==> src/rtl/imem_loader.sv <==
// imem_loader: boot-time loader for the instruction memory.
// Receives a framed byte stream (length, N instruction bytes, checksum),
// writes the instruction bytes to addresses 0..N-1 and keeps the processor
// core in reset until a frame with a correct checksum has been loaded.
//
// Handshake: a byte moves on a rising clk edge where in_valid && in_ready.
// in_ready is a registered function of the FSM state only (high in LEN,
// DATA and CSUM); it never depends on in_valid. Upstream may hold in_valid
// low for any number of cycles; the loader simply waits, with no timeout.
module imem_loader #(
  parameter int ADDR_W    = 8,
  parameter int MAX_WORDS = 32
) (
  input  logic              clk,
  input  logic              reset,
  input  logic              start,
  input  logic              in_valid,
  input  logic [7:0]        in_data,
  output logic              in_ready,
  output logic              imem_we,
  output logic [ADDR_W-1:0] imem_addr,
  output logic [7:0]        imem_wdata,
  output logic              core_reset,
  output logic              busy,
  output logic              done,
  output logic              error,
  output logic [7:0]        words_loaded,
  output logic [2:0]        dbg_state
);

  typedef enum logic [2:0] {
    S_IDLE  = 3'd0,
    S_LEN   = 3'd1,
    S_DATA  = 3'd2,
    S_CSUM  = 3'd3,
    S_DONE  = 3'd4,
    S_ERROR = 3'd5
  } state_t;

  // Largest legal frame length, widened so a length byte can be compared
  // without truncating the limit.
  localparam logic [8:0] MAX_LEN = 9'(MAX_WORDS);

  state_t            r_state;
  state_t            w_next_state;

  logic              r_in_ready;
  logic              r_imem_we;
  logic [ADDR_W-1:0] r_imem_addr;
  logic [7:0]        r_imem_wdata;
  logic              r_core_reset;
  logic              r_busy;
  logic              r_done;
  logic              r_error;
  logic [7:0]        r_words_loaded;
  logic [7:0]        r_length;
  logic [7:0]        r_index;
  logic [7:0]        r_checksum;

  logic              w_accept;
  logic [7:0]        w_csum_sum;
  logic [7:0]        w_index_inc;
  logic              w_len_bad;
  logic              w_last_data;
  logic              w_csum_ok;
  logic              w_next_busy;

  assign w_accept    = in_valid && r_in_ready;
  assign w_csum_sum  = r_checksum + in_data;
  assign w_index_inc = r_index + 8'd1;
  assign w_len_bad   = (in_data == 8'd0) || ({1'b0, in_data} > MAX_LEN);
  assign w_last_data = (w_index_inc == r_length);
  assign w_csum_ok   = (w_csum_sum == 8'd0);

  // Next-state selection; start is only honoured outside an active frame.
  always_comb begin
    w_next_state = r_state;
    case (r_state)
      S_IDLE:  if (start) w_next_state = S_LEN;
      S_LEN:   if (w_accept) w_next_state = w_len_bad ? S_ERROR : S_DATA;
      S_DATA:  if (w_accept && w_last_data) w_next_state = S_CSUM;
      S_CSUM:  if (w_accept) w_next_state = w_csum_ok ? S_DONE : S_ERROR;
      S_DONE:  if (start) w_next_state = S_LEN;
      S_ERROR: if (start) w_next_state = S_LEN;
      default: w_next_state = S_IDLE;
    endcase
  end

  // The frame-active states are exactly the ones that accept bytes.
  assign w_next_busy = (w_next_state == S_LEN) || (w_next_state == S_DATA) ||
                       (w_next_state == S_CSUM);

  // FSM state, datapath registers and all registered outputs.
  always_ff @(posedge clk or posedge reset) begin
    if (reset) begin
      r_state        <= S_IDLE;
      r_in_ready     <= 1'b0;
      r_imem_we      <= 1'b0;
      r_imem_addr    <= '0;
      r_imem_wdata   <= 8'd0;
      r_core_reset   <= 1'b1;
      r_busy         <= 1'b0;
      r_done         <= 1'b0;
      r_error        <= 1'b0;
      r_words_loaded <= 8'd0;
      r_length       <= 8'd0;
      r_index        <= 8'd0;
      r_checksum     <= 8'd0;
    end else begin
      r_state    <= w_next_state;
      r_in_ready <= w_next_busy;
      r_busy     <= w_next_busy;
      // Write strobe is a one-cycle pulse; it is re-armed only by a data accept.
      r_imem_we  <= 1'b0;
      case (r_state)
        S_IDLE, S_DONE, S_ERROR: begin
          if (start) begin
            // Core goes back into reset on the very edge start is seen.
            r_core_reset   <= 1'b1;
            r_done         <= 1'b0;
            r_error        <= 1'b0;
            r_words_loaded <= 8'd0;
            r_index        <= 8'd0;
            r_checksum     <= 8'd0;
          end
        end
        S_LEN: begin
          if (w_accept) begin
            // The length byte seeds the running checksum.
            r_checksum <= in_data;
            r_length   <= in_data;
            if (w_len_bad) r_error <= 1'b1;
          end
        end
        S_DATA: begin
          if (w_accept) begin
            r_checksum     <= w_csum_sum;
            r_imem_we      <= 1'b1;
            r_imem_addr    <= ADDR_W'(r_index);
            r_imem_wdata   <= in_data;
            r_index        <= w_index_inc;
            r_words_loaded <= r_words_loaded + 8'd1;
          end
        end
        S_CSUM: begin
          if (w_accept) begin
            r_checksum <= w_csum_sum;
            if (w_csum_ok) begin
              r_done       <= 1'b1;
              r_core_reset <= 1'b0;
            end else begin
              r_error <= 1'b1;
            end
          end
        end
        default: ;
      endcase
    end
  end

  assign in_ready     = r_in_ready;
  assign imem_we      = r_imem_we;
  assign imem_addr    = r_imem_addr;
  assign imem_wdata   = r_imem_wdata;
  assign core_reset   = r_core_reset;
  assign busy         = r_busy;
  assign done         = r_done;
  assign error        = r_error;
  assign words_loaded = r_words_loaded;
  assign dbg_state    = r_state;

endmodule

==> config.mk <==
export PLATFORM = sky130hd
export DESIGN_NAME = imem_loader
export DESIGN_NICKNAME = d
export VERILOG_FILES = /design/src/rtl/imem_loader.sv
export SDC_FILE = /design/constraint.sdc
export NUM_CORES = 1
export LEC_CHECK = 0
export ABC_CLOCK_PERIOD_IN_PS = 2660
export CAP_MARGIN = 20
export CORE_ASPECT_RATIO = 0.8
export CORE_MARGIN = 5
export CORE_UTILIZATION = 40
export CTS_BUF_LIST = sky130_fd_sc_hd__clkbuf_2 sky130_fd_sc_hd__clkbuf_4 sky130_fd_sc_hd__clkbuf_8
export CTS_CLUSTER_DIAMETER = 100
export DETAILED_ROUTE_END_ITERATION = 12
export SLEW_MARGIN = 20
export SYNTH_ARGS = -nofsm -noshare
export SYNTH_HDL_FRONTEND = slang
export SYNTH_SLANG_ARGS = --single-unit
==> constraint.sdc <==
create_clock -name clk -period 2.66 [get_ports clk]
set_input_delay 0.399 -clock clk [delete_from_list [all_inputs] [get_ports clk]]
set_output_delay 0.399 -clock clk [all_outputs]
set_load 0.005 [all_outputs]
==> flow_summary.toml, run 1 <==
# synthesis and place-and-route metrics
[drt]
via_per_inst = 5.26
ant_nets = 0

[final_layout]
layout_top_cells = "60 x nand2_1, 55 x dfrtp_1, 44 x clkdlybuf4s50_1"
register_area_mm2 = 0.00140
ff_count = 56
num-nets-final = 393
layout-drive-gt1-share = 0.132
multi_input_comb_cells = 235
clock_area_frac = 0.0260
dominant-cell-class = "multi-input combinational cells"

[die]
tap_cells = 90
io-pin-count = 45
dieArea_mm2 = 0.00930
die_h_um = 87.3
num_rows = 28

[logic_synthesis]
yosysChipArea_mm2 = 0.00299
synth.cell_area_mm2 = 0.00299
synth_area_leader_cell = "dfrtp_1"
postSynthAreaPerCell_um2 = 9.60
xor_area_frac = 0.0704
yosys.area_share.simple = 0.218
async_flop_share = 1.00
synthCells = 311
flop_cell = "dfrtp_1"

[clock_tree]
htreeDepth = 2
cts_buffer_depth = 2
post_cts_buffers = 0
numCtsBuffers = 5
clkTransAtPathRegs_ps = 100
cts_root_buffer = "clkbuf_8"
cts_resized = 0
clkSinkCount = 56

[power_and_ir_drop]
powerSeq_w = 0.00118
top_power_group = "combinational cells"
peakVddDrop_mv = 0.565
internal_power_w = 0.00197
p_comb_frac = 0.456
seq_power_share = 0.383
p_total_w = 0.00308

[global_routing]
grt.met3_usage = 0.0274
grt_pass1_wl_mm = 11.9
busiest_layer = "met2"
grt_pass1_vias = 2437
overflow = 0
met1_usage = 0.221

[placement]
placedCellCount = 453
globalplace.congestion = 0.781

[setup_path]
cp.required_ps = 2840
r2r_start = "r_checksum[0]$_DFFE_PP0P_"
critPathTopFamily = "simple AND/OR/NAND/NOR gates"
cp-end-kind = "flop"
crit_fanout = 2
crit_cells = 10
crit_path_end = "dbg_state[0]$_DFF_PP0_"
cp.arrival_ps = 2660
worst_setup_path_start_kind = "input port"
cpPeakStageDelay_ps = 520

[status]
status = "finished, final reports clean"

[final_timing]
worst_pin_slew_ps = 674
rsz0062_at_grt = "no"
min_period_over_period = 0.932
setup-tns-final_ps = 0
hold_viol = 0
clock.fmax_ghz = 0.403

[worst_hold_path]
min_path_type = "input port to asynchronous set/reset pin"

[job]
maxCapViolations = 0
Run 1, drive-strength map:
The bar under the picture is 20 µm long.
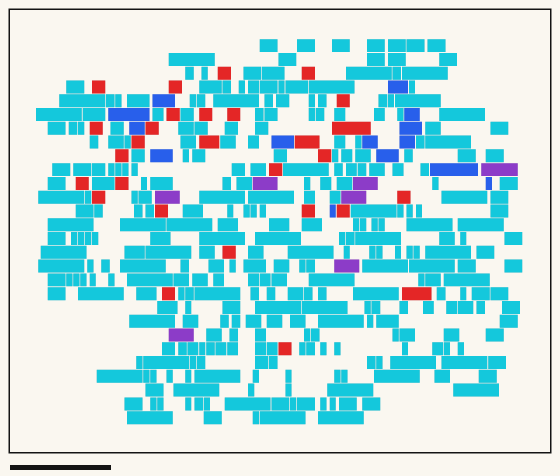
Purple stands for _6 and larger, cells 7. Blue stands for _2 cells, cells 14. Cyan stands for _0 and _1 cells, cells 323. Red stands for _3 and _4 cells, cells 28.
final worst slack: 181 ps
nonclk buf count: 67
design area: 0.00376 mm²
Area growth syn-to-layout: 25.8%

Run 1, wire density map:
The bar under the picture is 20 µm long. The die is cut into 21 by 17 equal tiles; dark purple is low, yellow is high, scaled to the fullest tile. Values are wire area over tile area, all layers added.
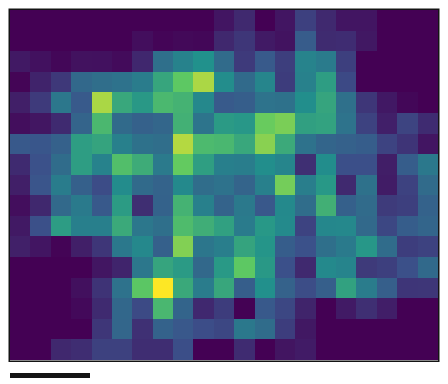
20% of the tiles are nearly empty. The emptiest ninth of the die: south-west. The fullest tile reaches 0.43.
DR WL/cell: 14.9 µm
GRT Resource Usage Total: 0.159
Vias: 2428
Total Wirelength: 6.89 mm

Run 1, clock distribution:
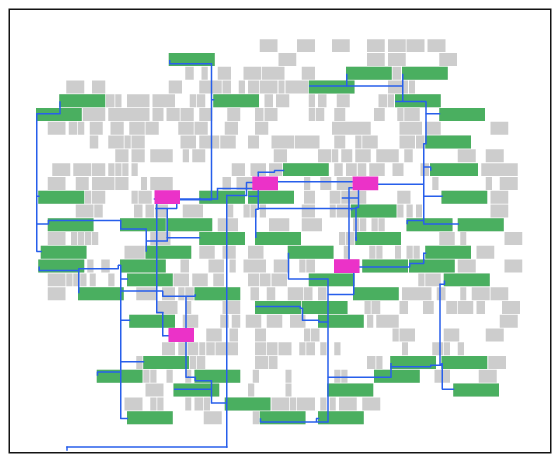
Green stands for flip-flops, count 56. Magenta stands for clock drivers, count 5. Blue stands for clock wires, length 729 µm.
Position of the flops: all over the die. There are 6 routed clock nets.
Clk network pwr share: 0.161
Late-Pin Clk Latency: 310 ps
clock group power: 0.000498 W
Setup Skew: 6.62 ps

==> run 2: changes to the inputs <==
--- a/config.mk
+++ b/config.mk
@@ -7,12 +7,16 @@
 export LEC_CHECK = 0
 export ABC_CLOCK_PERIOD_IN_PS = 2660
 export CAP_MARGIN = 20
+export CELL_PAD_IN_SITES_DETAIL_PLACEMENT = 1
+export CELL_PAD_IN_SITES_GLOBAL_PLACEMENT = 2
 export CORE_ASPECT_RATIO = 0.8
 export CORE_MARGIN = 5
-export CORE_UTILIZATION = 40
+export CORE_UTILIZATION = 35
 export CTS_BUF_LIST = sky130_fd_sc_hd__clkbuf_2 sky130_fd_sc_hd__clkbuf_4 sky130_fd_sc_hd__clkbuf_8
 export CTS_CLUSTER_DIAMETER = 100
 export DETAILED_ROUTE_END_ITERATION = 12
+export GPL_TIMING_DRIVEN = 0
+export PLACE_DENSITY_LB_ADDON = 0.1
 export SLEW_MARGIN = 20
 export SYNTH_ARGS = -nofsm -noshare
 export SYNTH_HDL_FRONTEND = slang
Run 2, cell outlines without signal wires:
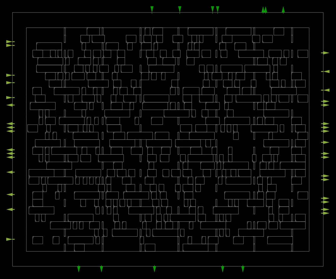
CORE AREA: 0.00841 mm²
Flops: 56
fin cells: 477
layout filler cell count: 986

==> run 2 against run 1 <==
Sequential power about the same. Setup slack got worse by 49 ps. Sequential share of layout area grew 0.47 points. Register-to-register slack got worse by 160 ps. Wire length increased by 14%. Critical path type unchanged. Global-route usage decreased by 0.24 points. Combinational power decreased by 3%. Critical endpoint unchanged. Synthesized area is the same.
==> flow_summary.toml, run 2 <==
# synthesis and place-and-route metrics
[logic_synthesis]
synth.cell_area_mm2 = 0.00299
area_leaders = "dfrtp_1 46%, nand2_1 7.5%, xor2_1 4.1%, ha_1 3.8%, nor2_1 3.4%"
synth_area_leader_cell = "dfrtp_1"
async_flop_share = 1.00
topCombFamilyByArea = "simple AND/OR/NAND/NOR gates"
synthCells = 311
yosysUniqueCellTypes = 57
yosys.area_share.simple = 0.218
ys_seq_frac = 0.470
ys_sh_adder = 0.0444
flop_cell = "dfrtp_1"
ys_warn_count = 0
xor_area_frac = 0.0704
yosysChipArea_mm2 = 0.00299
syn-num-nets = 333
postSynthAreaPerCell_um2 = 9.60

[job]
warnings = 26
maxCapViolations = 0

[power_and_ir_drop]
p_total_w = 0.00306
p_comb_frac = 0.445
top_power_group = "combinational cells"
seq_power_share = 0.387
powerClk_w = 0.000514
p_sw_frac = 0.374
internal_power_w = 0.00191
powerSeq_w = 0.00118
peakVddDrop_mv = 0.411
p_clk_frac = 0.168

[final_layout]
layout_top_cells = "60 x nand2_1, 55 x dfrtp_1, 42 x clkdlybuf4s50_1"
area_growth_pct = 24.3
final_area_mm2 = 0.00371
register_area_mm2 = 0.00140
signal_buffers = 60
sh_comb_area = 0.406
comb_area_mm2 = 0.00151
layout-drive-gt1-share = 0.107
diodes = 0
dominant-cell-class = "multi-input combinational cells"
fin_util = 0.441
num-nets-final = 386
clock_area_frac = 0.0263
multi_input_comb_cells = 235

[final_timing]
clock.fmax_ghz = 0.395
hold_viol = 0
setup-tns-final_ps = 0
skew_ps = 6.04
worst_pin_slew_ps = 635
slew_headroom = 0.575
worst_slack_ps = 131
rsz0062_at_grt = "no"
slew_violations = 0
min_period_over_period = 0.951

[drt]
drt-initial-drc-count = 62
via_per_inst = 5.11
wl_per_cell_um = 16.5
ant_nets = 0
via_count = 2438
routed-wl-met2_mm = 3.32
drcViolationCount = 0
wl_mm = 7.86

[global_routing]
grt_pass1_wl_mm = 13.1
grt_max_degree = 40
met1_usage = 0.232
overflow = 0
grt_pass1_vias = 2522
busiest_layer = "met2"
grt.met3_usage = 0.0379
use_met2 = 0.236
grtUsageTotal = 0.157

[placement]
port_buffers = 44
globalplace.congestion = 0.773
placedCellCount = 468
place_area_mm2 = 0.00359

[die]
tap_cells = 112
die_h_um = 92.6
dieArea_mm2 = 0.0105
num_rows = 30
initial_utilization = 0.355
io-pin-count = 45

[worst_hold_path]
min_path_type = "input port to asynchronous set/reset pin"

[clock_tree]
cts_resized = 2
clkSinkCount = 56
numCtsBuffers = 5
clock_latency_ps = 310
cts_buffer_depth = 2
cts_root_buffer = "clkbuf_8"
htreeDepth = 2
post_cts_buffers = 1
clkTransAtPathRegs_ps = 100

[setup_path]
cp.required_ps = 2840
crit_fanout = 5
r2r_start = "r_checksum[0]$_DFFE_PP0P_"
cp_slowest_cell = "or4_4"
cpPeakStageDelay_ps = 540
cp-end-kind = "flop"
crit_path_end = "dbg_state[0]$_DFF_PP0_"
worst_setup_path_start_kind = "input port"
critPathTopFamily = "simple AND/OR/NAND/NOR gates"
crit_cells = 10
cp.arrival_ps = 2710

[status]
status = "finished, final reports clean"
Power figures rest on the tool's default switching activity, not on a simulated workload.
